<file path="src/rtl/mix_pkg.sv">
// Shared constants for the MIX block printer: FSM state encoding and the
// MIX character code to ASCII translation.
package mix_pkg;

    localparam logic [2:0] ST_IDLE = 3'd0;
    localparam logic [2:0] ST_REQ  = 3'd1;
    localparam logic [2:0] ST_WAIT = 3'd2;
    localparam logic [2:0] ST_SEND = 3'd3;
    localparam logic [2:0] ST_NEXT = 3'd4;
    localparam logic [2:0] ST_EOL  = 3'd5;

    localparam logic [7:0] ASCII_SPACE   = 8'h20;
    localparam logic [7:0] ASCII_UNKNOWN = 8'h3F;
    localparam logic [7:0] ASCII_CR      = 8'h0D;
    localparam logic [7:0] ASCII_LF      = 8'h0A;

    localparam int CHARS_PER_WORD = 5;

    // Codes 40..55 in order; the first character sits in the top byte.
    localparam logic [127:0] PUNCT_TABLE = ".,()+-*/=$<>@;:'";

    function automatic logic [7:0] mix_to_ascii(input logic [5:0] code);
        logic [7:0] c;
        logic [3:0] k;
        c = ASCII_UNKNOWN;
        k = code[3:0] - 4'd8;
        if (code == 6'd0) begin
            c = ASCII_SPACE;
        end else if (code <= 6'd9) begin
            c = 8'h41 + {2'b00, code - 6'd1};
        end else if (code >= 6'd11 && code <= 6'd19) begin
            c = 8'h4A + {2'b00, code - 6'd11};
        end else if (code >= 6'd22 && code <= 6'd29) begin
            c = 8'h53 + {2'b00, code - 6'd22};
        end else if (code >= 6'd30 && code <= 6'd39) begin
            c = 8'h30 + {2'b00, code - 6'd30};
        end else if (code >= 6'd40 && code <= 6'd55) begin
            c = PUNCT_TABLE[8 * (15 - int'(k)) +: 8];
        end
        return c;
    endfunction

endpackage

</file>
<file path="src/rtl/uart_tx.sv">
// 8N1 UART transmitter: start bit, eight data bits LSB first, stop bit,
// each held for BAUD_DIV clock cycles. Line idles high.
module uart_tx #(
    parameter int BAUD_DIV = 104
) (
    input  logic       clk,
    input  logic       reset,
    input  logic [7:0] data,
    input  logic       send,
    output logic       tx,
    output logic       ready
);
    localparam int CNT_W = (BAUD_DIV > 1) ? $clog2(BAUD_DIV) : 1;
    localparam logic [CNT_W-1:0] BAUD_LAST = CNT_W'(BAUD_DIV - 1);

    logic [CNT_W-1:0] baud_cnt_q, baud_cnt_d;
    logic [3:0]       bit_cnt_q, bit_cnt_d;
    logic [8:0]       shift_q, shift_d;
    logic             active_q, active_d;
    logic             tx_q, tx_d;

    // bit_cnt counts the bit currently on the line: 0 start, 1..8 data, 9 stop.
    always_comb begin
        baud_cnt_d = baud_cnt_q;
        bit_cnt_d  = bit_cnt_q;
        shift_d    = shift_q;
        active_d   = active_q;
        tx_d       = tx_q;
        if (!active_q) begin
            if (send) begin
                tx_d       = 1'b0;
                shift_d    = {1'b1, data};
                bit_cnt_d  = 4'd0;
                baud_cnt_d = '0;
                active_d   = 1'b1;
            end
        end else if (baud_cnt_q == BAUD_LAST) begin
            baud_cnt_d = '0;
            if (bit_cnt_q == 4'd9) begin
                active_d = 1'b0;
                tx_d     = 1'b1;
            end else begin
                tx_d      = shift_q[0];
                shift_d   = {1'b1, shift_q[8:1]};
                bit_cnt_d = bit_cnt_q + 4'd1;
            end
        end else begin
            baud_cnt_d = baud_cnt_q + 1'b1;
        end
    end

    always_ff @(posedge clk or posedge reset) begin
        if (reset) begin
            baud_cnt_q <= '0;
            bit_cnt_q  <= '0;
            shift_q    <= '1;
            active_q   <= 1'b0;
            tx_q       <= 1'b1;
        end else begin
            baud_cnt_q <= baud_cnt_d;
            bit_cnt_q  <= bit_cnt_d;
            shift_q    <= shift_d;
            active_q   <= active_d;
            tx_q       <= tx_d;
        end
    end

    assign tx    = tx_q;
    assign ready = ~active_q;

endmodule

</file>
<file path="src/rtl/out.sv">
// Reads WORDS consecutive MIX words from memory and prints them as ASCII
// text over a UART, five characters per word, ending the block with CR LF.
module out
    import mix_pkg::*;
#(
    parameter int WORDS    = 3,
    parameter int BAUD_DIV = 104
) (
    input  logic        clk,
    input  logic        reset,
    input  logic        start,
    input  logic [11:0] addressin,
    output logic [11:0] addressout,
    output logic        request,
    input  logic        load,
    input  logic [29:0] in,
    output logic        tx,
    output logic        busy,
    output logic [2:0]  dbg_state
);
    localparam int CNT_W = $clog2(WORDS + 1);
    localparam logic [2:0] LAST_CHAR = 3'(CHARS_PER_WORD - 1);

    logic [2:0]       state_q, state_d;
    logic [11:0]      addr_q, addr_d;
    logic [CNT_W-1:0] count_q, count_d;
    logic [29:0]      shift_q, shift_d;
    logic [2:0]       char_idx_q, char_idx_d;
    logic             launched_q, launched_d;
    logic             request_q, request_d;
    logic             busy_q, busy_d;

    logic       uart_send;
    logic       uart_ready;
    logic [7:0] uart_data;

    // Character handshake: send is honoured only while uart_ready is high; once
    // launched, ready is low until the stop bit completes, which marks the
    // character as done.
    always_comb begin
        state_d    = state_q;
        addr_d     = addr_q;
        count_d    = count_q;
        shift_d    = shift_q;
        char_idx_d = char_idx_q;
        launched_d = launched_q;
        request_d  = 1'b0;
        busy_d     = busy_q;
        uart_send  = 1'b0;
        uart_data  = mix_to_ascii(shift_q[29:24]);

        case (state_q)
            ST_IDLE: begin
                if (start) begin
                    addr_d    = addressin;
                    count_d   = '0;
                    busy_d    = 1'b1;
                    request_d = 1'b1;
                    state_d   = ST_REQ;
                end
            end
            ST_REQ: begin
                state_d = ST_WAIT;
            end
            ST_WAIT: begin
                if (load) begin
                    shift_d    = in;
                    char_idx_d = '0;
                    launched_d = 1'b0;
                    state_d    = ST_SEND;
                end
            end
            ST_SEND: begin
                if (!launched_q) begin
                    if (uart_ready) begin
                        uart_send  = 1'b1;
                        launched_d = 1'b1;
                    end
                end else if (uart_ready) begin
                    launched_d = 1'b0;
                    shift_d    = {shift_q[23:0], 6'b0};
                    if (char_idx_q == LAST_CHAR) begin
                        state_d = ST_NEXT;
                    end else begin
                        char_idx_d = char_idx_q + 3'd1;
                    end
                end
            end
            ST_NEXT: begin
                addr_d  = addr_q + 12'd1;
                count_d = count_q + 1'b1;
                if (count_d == CNT_W'(WORDS)) begin
                    char_idx_d = '0;
                    launched_d = 1'b0;
                    state_d    = ST_EOL;
                end else begin
                    request_d = 1'b1;
                    state_d   = ST_REQ;
                end
            end
            ST_EOL: begin
                uart_data = (char_idx_q == 3'd0) ? ASCII_CR : ASCII_LF;
                if (!launched_q) begin
                    if (uart_ready) begin
                        uart_send  = 1'b1;
                        launched_d = 1'b1;
                    end
                end else if (uart_ready) begin
                    launched_d = 1'b0;
                    if (char_idx_q == 3'd0) begin
                        char_idx_d = 3'd1;
                    end else begin
                        char_idx_d = '0;
                        busy_d     = 1'b0;
                        state_d    = ST_IDLE;
                    end
                end
            end
            default: begin
                state_d = ST_IDLE;
                busy_d  = 1'b0;
            end
        endcase
    end

    always_ff @(posedge clk or posedge reset) begin
        if (reset) begin
            state_q    <= ST_IDLE;
            addr_q     <= '0;
            count_q    <= '0;
            shift_q    <= '0;
            char_idx_q <= '0;
            launched_q <= 1'b0;
            request_q  <= 1'b0;
            busy_q     <= 1'b0;
        end else begin
            state_q    <= state_d;
            addr_q     <= addr_d;
            count_q    <= count_d;
            shift_q    <= shift_d;
            char_idx_q <= char_idx_d;
            launched_q <= launched_d;
            request_q  <= request_d;
            busy_q     <= busy_d;
        end
    end

    uart_tx #(
        .BAUD_DIV(BAUD_DIV)
    ) u_uart_tx (
        .clk  (clk),
        .reset(reset),
        .data (uart_data),
        .send (uart_send),
        .tx   (tx),
        .ready(uart_ready)
    );

    assign addressout = addr_q;
    assign request    = request_q;
    assign busy       = busy_q;
    assign dbg_state  = state_q;

endmodule

</file>
<file path="config.mk">
export PLATFORM = sky130hd
export DESIGN_NAME = out
export DESIGN_NICKNAME = d
export VERILOG_FILES = /design/src/rtl/mix_pkg.sv /design/src/rtl/uart_tx.sv /design/src/rtl/out.sv
export SDC_FILE = /design/constraint.sdc
export NUM_CORES = 1
export LEC_CHECK = 0
export CAP_MARGIN = 20
export CORE_MARGIN = 2
export CORE_UTILIZATION = 35
export CTS_CLUSTER_DIAMETER = 200
export DETAILED_ROUTE_END_ITERATION = 7
export PLACE_DENSITY_LB_ADDON = 0.1
export SLEW_MARGIN = 20
export SYNTH_ARGS = -nofsm -noshare
export SYNTH_HDL_FRONTEND = slang
export SYNTH_SLANG_ARGS = --single-unit
export TNS_END_PERCENT = 50
</file>
<file path="constraint.sdc">
create_clock -name clk -period 5.3 [get_ports clk]
set_input_delay 0.53 -clock clk [delete_from_list [all_inputs] [get_ports clk]]
set_output_delay 0.53 -clock clk [all_outputs]
set_load 0.005 [all_outputs]
</file>
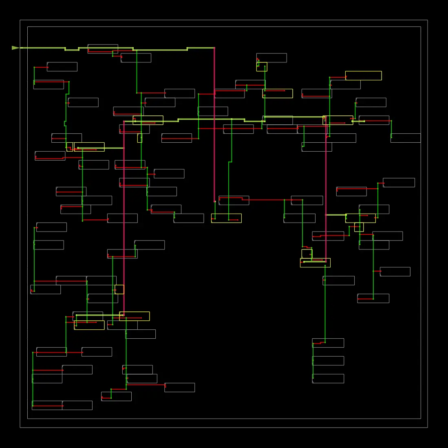
Run 1: clock wiring as the flow saved it
clock network power: 617 uW
skew final: 0.00712 ns
registers: 74
CTS sink count: 74

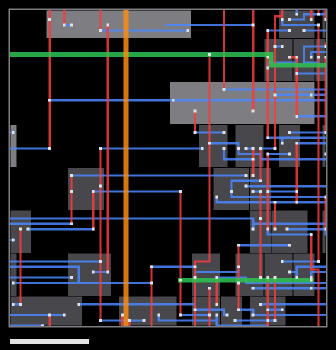
Run 1: zoomed window
Scale bar: 5 um. Window x 52 to 72, y 77 to 97 um. Cells in gray, sequential cells in the stronger gray; small squares are vias.
legend:
  blue:
    layer: metal 1
  green:
    layer: metal 3
  red:
    layer: metal 2
  orange:
    layer: metal 4
sequential cells in the window: 2
netlist names of flops here include: `addressout` (1), `dbg_state` (1)
cells with their middle in the window: 24
most frequent: o21ai_0 (3), a21oi_1 (3)

==> flow_summary.json, run 1 <==
{
  "vias": 4604,
  "grt_pass1_wl_um": 22400,
  "vias_per_cell": 5.59,
  "cap_violations": 0,
  "status": "finished clean",
  "antenna_found_initial": 0,
  "gp_congestion": 0.926,
  "die_w_um": 124,
  "cts_tree": "built",
  "p_leak_uw": 0.00247,
  "fp_util_pct": 35.3,
  "root_buffer": "clkbuf_16",
  "route.detailed.drc": 0,
  "drtPass1Iterations": 5,
  "netlist-cell-type-count": 75,
  "slew_violations": 0,
  "port_buffers": 63,
  "layout_top_cell": "dfrtp_1",
  "relSlewSlack_pct": 35.7,
  "rr_startpoint": "shift_q[24]$_DFFE_PP0P_",
  "async_flop_share_pct": 100,
  "post-dp-hpwl_um": 9140,
  "crit_type": "reg -> reg",
  "max_clock_freq_mhz": 315,
  "p_clk_share_pct": 17.3,
  "final_cells": 823,
  "cts_made_buffers": 9,
  "period_minus_slack_ns": 3.18,
  "synth_seq_share_pct": 36.7,
  "antenna_cells": 0,
  "io_pins": 64,
  "ctsHoldBuffers": 0,
  "setup_slack_ns": 2.12,
  "syn_area_um2": 5080,
  "synthToLayoutAreaGrowth_pct": 20.0,
  "post_cts_resized": 0,
  "grt_max_degree": 62,
  "tightest_slew_ns": 0.958,
  "grt_pass1_vias": 4441,
  "final-setup-viol-count": 0,
  "place_ws_ns": 2.24,
  "post_cts_buffers": 0
}
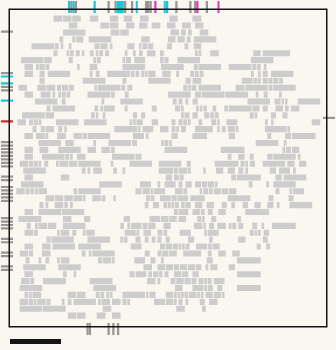
Run 1: pin map
Scale bar: 20 um. Pins as bars across the die edge, other pins in gray.
legend:
  red:
    port: `reset`
    pins: 1
    direction: input
    edge: left
  cyan:
    port: `addressin`
    pins: 12
    direction: input
    edge: 9 top, 3 left
  magenta:
    port: `dbg_state`
    pins: 3
    direction: output
    edge: top

-- run 1: registers in the layout, summed over array words and instances, names as in the netlist, 2 cells and up --
register	count
u_uart_tx.baud_cnt_q	7
dbg_state	3
shift_q	30
u_uart_tx.shift_q	8
u_uart_tx.bit_cnt_q	4
addressout	12
char_idx_q	3
count_q	2
-- run 1: logic make-up (layout without fill, tap and decap cells) --
logic type / after synthesis / count (layout) / share of synthesized area [%]
simple gates: 197 / 197 / 19.3
compound gates: 190 / 190 / 24.2
flops: 74 / 74 / 36.7
buf+inv: 63 / 110 / 5.69
mux: 28 / 28 / 5.52
fa+ha+maj: 23 / 23 / 5.67
xor+xnor: 17 / 17 / 2.93
-- run 1: cells in the mapped netlist, types with 9 or more instances --
cell,count,area share (%)
a21oi_1,57,5.6
a31oi_1,13,1.6
buf_2,10,0.99
clkbuf_1,18,1.3
dfrtp_1,65,32
dfstp_2,9,4.7
ha_1,23,5.7
inv_1,25,1.8
mux2i_1,28,5.5
nand2_1,45,3.3
nand2b_1,9,1.1
nand3_1,27,2.7
nor2_1,59,4.4
nor3_1,9,0.89
o21ai_0,49,4.8
o22ai_1,10,1.2
xnor2_1,12,2.1
-- run 1: power by group through the flow --
stage | clock network (uW) | registers [uW] | logic, uW
CTS | 638 | 1140 | 1800
global route | 659 | 1200 | 2020
detailed placement | 0 | 1150 | 1780
global placement | 0 | 1150 | 1780
finish | 617 | 1150 | 1800
floorplan | 0 | 976 | 1480
-- run 1: final timing paths --
check                                                           end  slack [ns]  cells past startpoint
worst max-delay path               u_uart_tx.shift_q[3]$_DFFE_PP1P_        2.12                      9
worst min-delay path                         count_q[0]$_DFFE_PP0P_        0.49                      1
worst max register to register     u_uart_tx.shift_q[3]$_DFFE_PP1P_        2.12                      9
worst min register to register               count_q[0]$_DFFE_PP0P_        0.49                      1
max in group asynchronous       u_uart_tx.baud_cnt_q[3]$_DFFE_PP0P_        3.77                      3
min in group asynchronous                    shift_q[3]$_DFFE_PP0P_        0.66                      2
-- run 1: per-stage QoR --
step	hold slack (ns)	instance area, um^2
2_1_floorplan	0.454	5080
3_3_place_gp	0.469	5790
3_5_place_dp	0.476	5790
4_1_cts	0.496	6090
5_1_grt	0.529	6090
6_report	0.491	6090
-- run 1: routing by layer --
metal	vias up	routed length (um)	GRT usage [%]
li1	2244	-	-
met1	2197	5960	24.0
met2	147	6040	26.5
met3	16	831	4.55
met4	0	252	5.88
met5	-	0	0
-- run 1: worst max-delay path: stages, from the launching register on --
cell      delay (ns)
dfrtp_1         0.89
inv_1           0.32
ha_1            0.42
ha_1            0.40
nand2b_1        0.11
xnor2_1         0.15
o2111a_1        0.24
a311oi_1        0.26
nand3_1         0.13
a31oi_1         0.18
-- run 1: cell type report --
cell class                      instances  area, um^2
Inverter                               28         109
Clock inverter                          6        67.6
Sequential cell                        74        1860
Fill cell                            1438        8280
Clock buffer                           10         229
Timing Repair Buffer                   66         653
Multi-Input combinational cell        455        2940
Tap cell                              184         230
Run 1, wiring heat map:
The die is cut into 25 by 25 equal tiles; white is low, dark blue is high, scaled to the fullest tile. Values are wire area over tile area, all layers added.
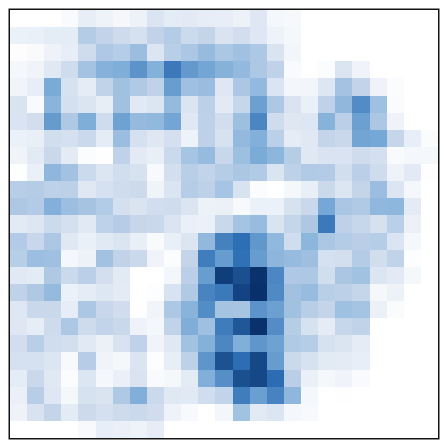

## Run 2: what changed since run 1
==> constraint.sdc (replaced) <==
create_clock -name clk -period 2.97 [get_ports clk]
set_input_delay 0.297 -clock clk [delete_from_list [all_inputs] [get_ports clk]]
set_output_delay 0.297 -clock clk [all_outputs]
set_load 0.005 [all_outputs]
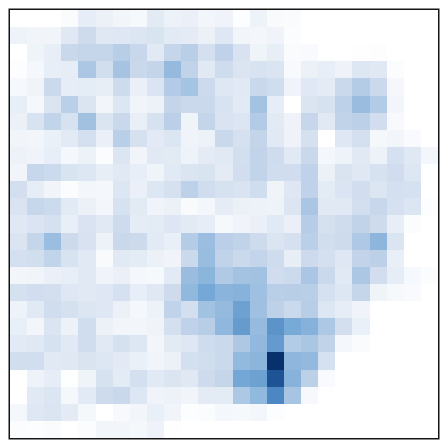
Run 2: wiring heat map
The die is cut into 25 by 25 equal tiles; white is low, dark blue is high, scaled to the fullest tile. Values are wire area over tile area, all layers added.
densest ninth of the die: bottom center
mean over tiles: 0.14
tiles over half the peak: 1.8%
fullest tile: 0.96
emptiest ninth of the die: lower right

==> flow_summary.json, run 2 <==
{
  "synth-main-ff-cell": "dfrtp_1",
  "port_buffers": 63,
  "synth_nets": 661,
  "top_cells_by_area": "dfrtp_1, ha_1, a21oi_1",
  "route.detailed.drc": 0,
  "gp_congestion": 0.953,
  "max_clock_freq_mhz": 405,
  "tightest_slew_ns": 0.569,
  "fp_util_pct": 35.3,
  "synthToLayoutAreaGrowth_pct": 24.6,
  "slew_violations": 0,
  "io_pins": 64,
  "die_w_um": 124,
  "top_cell": "dfrtp_1",
  "syn_area_um2": 5080,
  "grt_pass1_wl_um": 22600,
  "post-dp-hpwl_um": 9960,
  "finClkSkew_ns": 0.00334,
  "layout_top_cell": "dfrtp_1",
  "antenna_found_initial": 0,
  "relSlewSlack_pct": 61.1,
  "clk_path_buf_depth": 2,
  "p_leak_uw": 0.00262,
  "final-setup-viol-count": 0,
  "async_flop_share_pct": 100,
  "antenna_left": 0,
  "ctsHoldBuffers": 0,
  "crit_type": "reg -> reg",
  "status": "finished clean",
  "p_total_uw": 6800,
  "cap_violations": 0,
  "common_cells": "dfrtp_1, nor2_1, a21oi_1",
  "post_cts_resized": 0,
  "netlist.area_leader.share_pct": 32.0,
  "root_buffer": "clkbuf_16",
  "grt_pass1_vias": 4494,
  "synth.largest_area_cell": "dfrtp_1",
  "synth_seq_share_pct": 36.7,
  "netlist-cell-type-count": 75,
  "nFillCells": 1457,
  "grt_max_degree": 61,
  "cts_made_buffers": 9,
  "vias_per_cell": 5.46,
  "antenna_cells": 0,
  "regMostFlops": "shift_q",
  "post_cts_buffers": 0,
  "cts_sinks": 74,
  "vias": 4617,
  "cts_tree": "built",
  "largest_reg_flops": 30,
  "drtPass1Iterations": 6,
  "period_minus_slack_ns": 2.47
}
[run 2: cell counts after synthesis]
No cell type changed its count.
[run 2: cells by family after synthesis]
logic type	synth area share (%)
muxes	5.52
AOI/OAI and AO/OA	24.2
and+or+nand+nor	19.3
xor gates and xnor gates	2.93
adders and majority gates	5.67
DFF	36.7
buffers and inverters	5.69
[run 2: area by class of cell]
type	instances	area [um^2]	share of cell area (%)
clock buffer	12	256	4.05
clock inverter	4	97.6	1.54
inverter	28	108	1.70
multi-input combinational	455	2940	46.4
sequential	74	1860	29.4
tap	184	230	3.64
timing repair buffer	89	838	13.2
[run 2: final timing paths]
| check | start | end | slack, ns | cells past startpoint |
|---|---|---|---|---|
| hold / removal | reset | addressout[10]$_DFFE_PP0P_ | 0.33 | 2 |
| setup reg to reg | shift_q[27]$_DFFE_PP0P_ | u_uart_tx.shift_q[6]$_DFFE_PP1P_ | 0.50 | 8 |
| min in group clk | count_q[0]$_DFFE_PP0P_ | count_q[0]$_DFFE_PP0P_ | 0.49 | 1 |
| max in group asynchronous | reset | u_uart_tx.shift_q[7]$_DFFE_PP1P_ | 1.88 | 3 |
| hold reg to reg | count_q[0]$_DFFE_PP0P_ | count_q[0]$_DFFE_PP0P_ | 0.49 | 1 |
| setup / recovery | shift_q[27]$_DFFE_PP0P_ | u_uart_tx.shift_q[6]$_DFFE_PP1P_ | 0.50 | 8 |
[run 2: per-stage QoR]
step	util, %	std cells	cell area [um^2]	setup WS, ns	hold WS (ns)
5_1_grt	44.0	846	6330	0.182	0.400
6_report	44.0	846	6330	0.501	0.334
4_1_cts	44.0	846	6330	0.521	0.345
2_1_floorplan	-	592	5080	0.600	0.436
3_5_place_dp	41.6	830	5970	0.548	0.481
3_3_place_gp	41.6	830	5970	0.552	0.467
[run 2: power breakdown]
part,internal [uW],leakage (uW),switching [uW]
Combinational,1580,0.00158,2030
Clock,867,0.000169,425
Sequential,1460,0.000869,436
Total,3910,0.00262,2890
[run 2: routing by layer]
| metal | global-route usage (%) | up-vias | wire length (um) |
|---|---|---|---|
| met2 | 27.5 | 132 | 6060 |
| met3 | 4.47 | 24 | 736 |
| met5 | 0 | - | 0 |
| met1 | 24.4 | 2181 | 6460 |
| li1 | - | 2280 | - |
| met4 | 5.95 | 0 | 309 |
[run 2: worst max-delay path, cell delays in order (launching register included)]
cell and delay, ns:
dfrtp_1 0.69, nand3_1 0.23, xnor2_1 0.20, ha_1 0.19, nor2_1 0.05, a31oi_1 0.16, o22ai_1 0.11, a2111oi_0 0.58
o31ai_1 0.15
Run 2, pin map:
Scale bar: 20 um. Pins as bars across the die edge, other pins in gray.
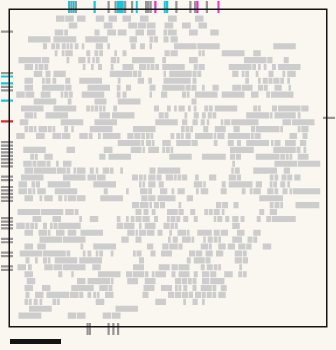

## Run 3: what changed since run 2
==> constraint.sdc (replaced) <==
create_clock -name clk -period 2.3 [get_ports clk]
set_input_delay 0.23 -clock clk [delete_from_list [all_inputs] [get_ports clk]]
set_output_delay 0.23 -clock clk [all_outputs]
set_load 0.005 [all_outputs]
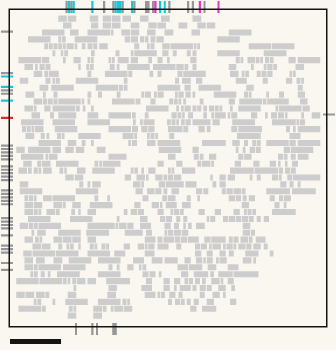
Run 3: pin map
Scale bar: 20 um. Pins as bars across the die edge, other pins in gray.
legend:
  cyan:
    port: `addressin`
    pins: 12
    direction: input
    edge: 9 top, 3 left
  red:
    port: `reset`
    pins: 1
    direction: input
    edge: left
  magenta:
    port: `dbg_state`
    pins: 3
    direction: output
    edge: top

==> flow_summary.json, run 3 <==
{
  "status": "finished clean",
  "top_cell": "dfrtp_1",
  "highest_layer": "met4",
  "fp_util_pct": 35.3,
  "switchingPower_uw": 3870,
  "hold_path_class": "in -> async",
  "clock.latency.late_pin_ns": 0.34,
  "top_cells_by_area": "dfrtp_1, ha_1, a21oi_1",
  "root_buffer": "clkbuf_16",
  "drive_above_1_share_pct": 16.6,
  "cap_violations": 0,
  "async_flop_share_pct": 100,
  "synthToLayoutAreaGrowth_pct": 30.6,
  "nFillCells": 1391,
  "core_um2": 14400,
  "r2r_cells": 7,
  "relSlewSlack_pct": 62.8,
  "design_area_um2": 6630,
  "grt_pass1_wl_um": 22900,
  "largest_reg_flops": 30,
  "period_minus_slack_ns": 2.26,
  "tightest_slew_ns": 0.558,
  "slew_violations": 0,
  "overflow": 0,
  "placed_cells": 861,
  "syn_area_um2": 5080,
  "synth-main-ff-cell": "dfrtp_1",
  "critPathMaxFanout": 9,
  "grt_max_degree": 61,
  "antenna_cells": 0,
  "cts_sinks": 74,
  "route.detailed.drc": 0,
  "grt_pass1_vias": 4492,
  "layout_top_cell": "dfrtp_1",
  "port_buffers": 63,
  "r2r_end": "u_uart_tx.shift_q[3]$_DFFE_PP1P_",
  "common_cells": "dfrtp_1, nor2_1, a21oi_1",
  "cts_tree": "built",
  "num-nets-final": 757,
  "rrSetupSlack_ns": 0.04,
  "final-setup-viol-count": 0,
  "netlist.area_leader.share_pct": 32.0,
  "regMostFlops": "shift_q",
  "finClkSkew_ns": 0.00881,
  "vias": 4694,
  "synth.largest_area_cell": "dfrtp_1",
  "die_w_um": 124,
  "power_frac_comb_pct": 57.9,
  "num_rows": 44,
  "synth_seq_share_pct": 36.7,
  "fin_crit_sh_pct": 98.4,
  "route.met2.wl_um": 6240,
  "met3_wirelength_um": 607,
  "final_cells": 877,
  "cts_made_buffers": 9,
  "post-dp-hpwl_um": 10300,
  "ctsHoldBuffers": 0,
  "p_clk_share_pct": 16.4,
  "p_leak_uw": 0.00278,
  "synth_nets": 661,
  "die_area_um2": 15500,
  "seqPwrFrac_pct": 25.7,
  "p_int_uw": 5340,
  "post_cts_buffers": 0,
  "gp_congestion": 0.909,
  "rsz0062_at_grt": "true",
  "cp.required_ns": 2.56,
  "rr_startpoint": "shift_q[24]$_DFFE_PP0P_",
  "swShare_pct": 42.0,
  "placedInstanceArea_um2": 6250,
  "io_pins": 64,
  "drt-total-wl_um": 13700,
  "ys_cells": 592,
  "h-tree-depth": 3,
  "max_clock_freq_mhz": 442,
  "netlist-cell-type-count": 75,
  "antenna_found_initial": 0,
  "crit_type": "reg -> reg",
  "drtPass1Iterations": 4,
  "yosysWarningCount": 0,
  "clk_path_buf_depth": 2,
  "vias_per_cell": 5.35,
  "critPathCaptureType": "flop",
  "ir_drop_v": 0.000680,
  "wl_met1_um": 6690,
  "worstSetupStartpointType": "flop",
  "antenna_left": 0
}
[run 3: kinds of logic after synthesis]
logic type,count (synthesis),synth area share [%]
and+or+nand+nor,197,19.3
buffers and inverters,63,5.69
muxes,28,5.52
xor gates and xnor gates,17,2.93
adders and majority gates,23,5.67
DFF,74,36.7
AOI/OAI and AO/OA,190,24.2
[run 3: worst max path at each step]
stage,slack [ns],startpoint,to
after CTS,0.01,shift_q[25]$_DFFE_PP0P_,u_uart_tx.shift_q[5]$_DFFE_PP1P_
after global routing,-0.07,shift_q[24]$_DFFE_PP0P_,u_uart_tx.shift_q[3]$_DFFE_PP1P_
after global placement,-0.11,shift_q[25]$_DFFE_PP0P_,u_uart_tx.shift_q[6]$_DFFE_PP1P_
after detailed placement,-0.12,shift_q[25]$_DFFE_PP0P_,u_uart_tx.shift_q[6]$_DFFE_PP1P_
final,0.04,shift_q[24]$_DFFE_PP0P_,u_uart_tx.shift_q[3]$_DFFE_PP1P_
after floorplan,0.03,shift_q[24]$_DFFE_PP0P_,u_uart_tx.shift_q[3]$_DFFE_PP1P_
[run 3: power groups by stage]
| stage | registers [uW] | logic, uW | clock network [uW] |
|---|---|---|---|
| after floorplan | 2250 | 3410 | 0 |
| after global placement | 2380 | 5150 | 0 |
| after detailed placement | 2400 | 5140 | 0 |
| after CTS | 2380 | 5200 | 1560 |
| after global routing | 2470 | 5860 | 1600 |
| final | 2370 | 5330 | 1510 |
[run 3: layout make-up]
type | count | area (um^2) | area share, %
tap | 184 | 230 | 3.47
inverter | 28 | 108 | 1.62
clock inverter | 6 | 91.3 | 1.38
multi-input combinational | 455 | 2990 | 45.2
timing repair buffer | 120 | 1110 | 16.8
sequential | 74 | 1860 | 28.1
clock buffer | 10 | 229 | 3.45
[run 3: critical path, cell delays in order (launching register included)]
cell and delay, ns:
dfrtp_1 0.41, buf_4 0.15, ha_1 0.20, buf_4 0.14
o311a_1 0.49, or4_1 0.60, nand3_1 0.11, a31oi_1 0.08
[run 3: through the flow]
stage          utilization, %  setup TNS (ns)  setup slack (ns)  hold WS (ns)  total power (uW)
3_5_place_dp             43.5          -0.116            -0.116         0.489              7530
5_1_grt                  46.1          -0.232           -0.0726         0.296              9930
3_3_place_gp             43.5          -0.113            -0.113         0.467              7520
4_1_cts                  45.8               0            0.0141         0.265              9130
6_report                 46.1               0            0.0367         0.255              9210
2_1_floorplan               -               0            0.0290         0.369              5660
[run 3: routing by layer]
metal  vias up  track usage [%]
li1       2342                -
met1      2235             25.2
met2       108             27.7
met3         9             4.04
met4         0             4.63
met5         -                0
[run 3: timing repair]
| item | in CTS | in global routing |
|---|---|---|
| setup endpoints to repair | 2 | 7 |
| resized | 4 | 9 |
| pin swaps | 1 | 8 |
Power and IR drop assume default switching activity.
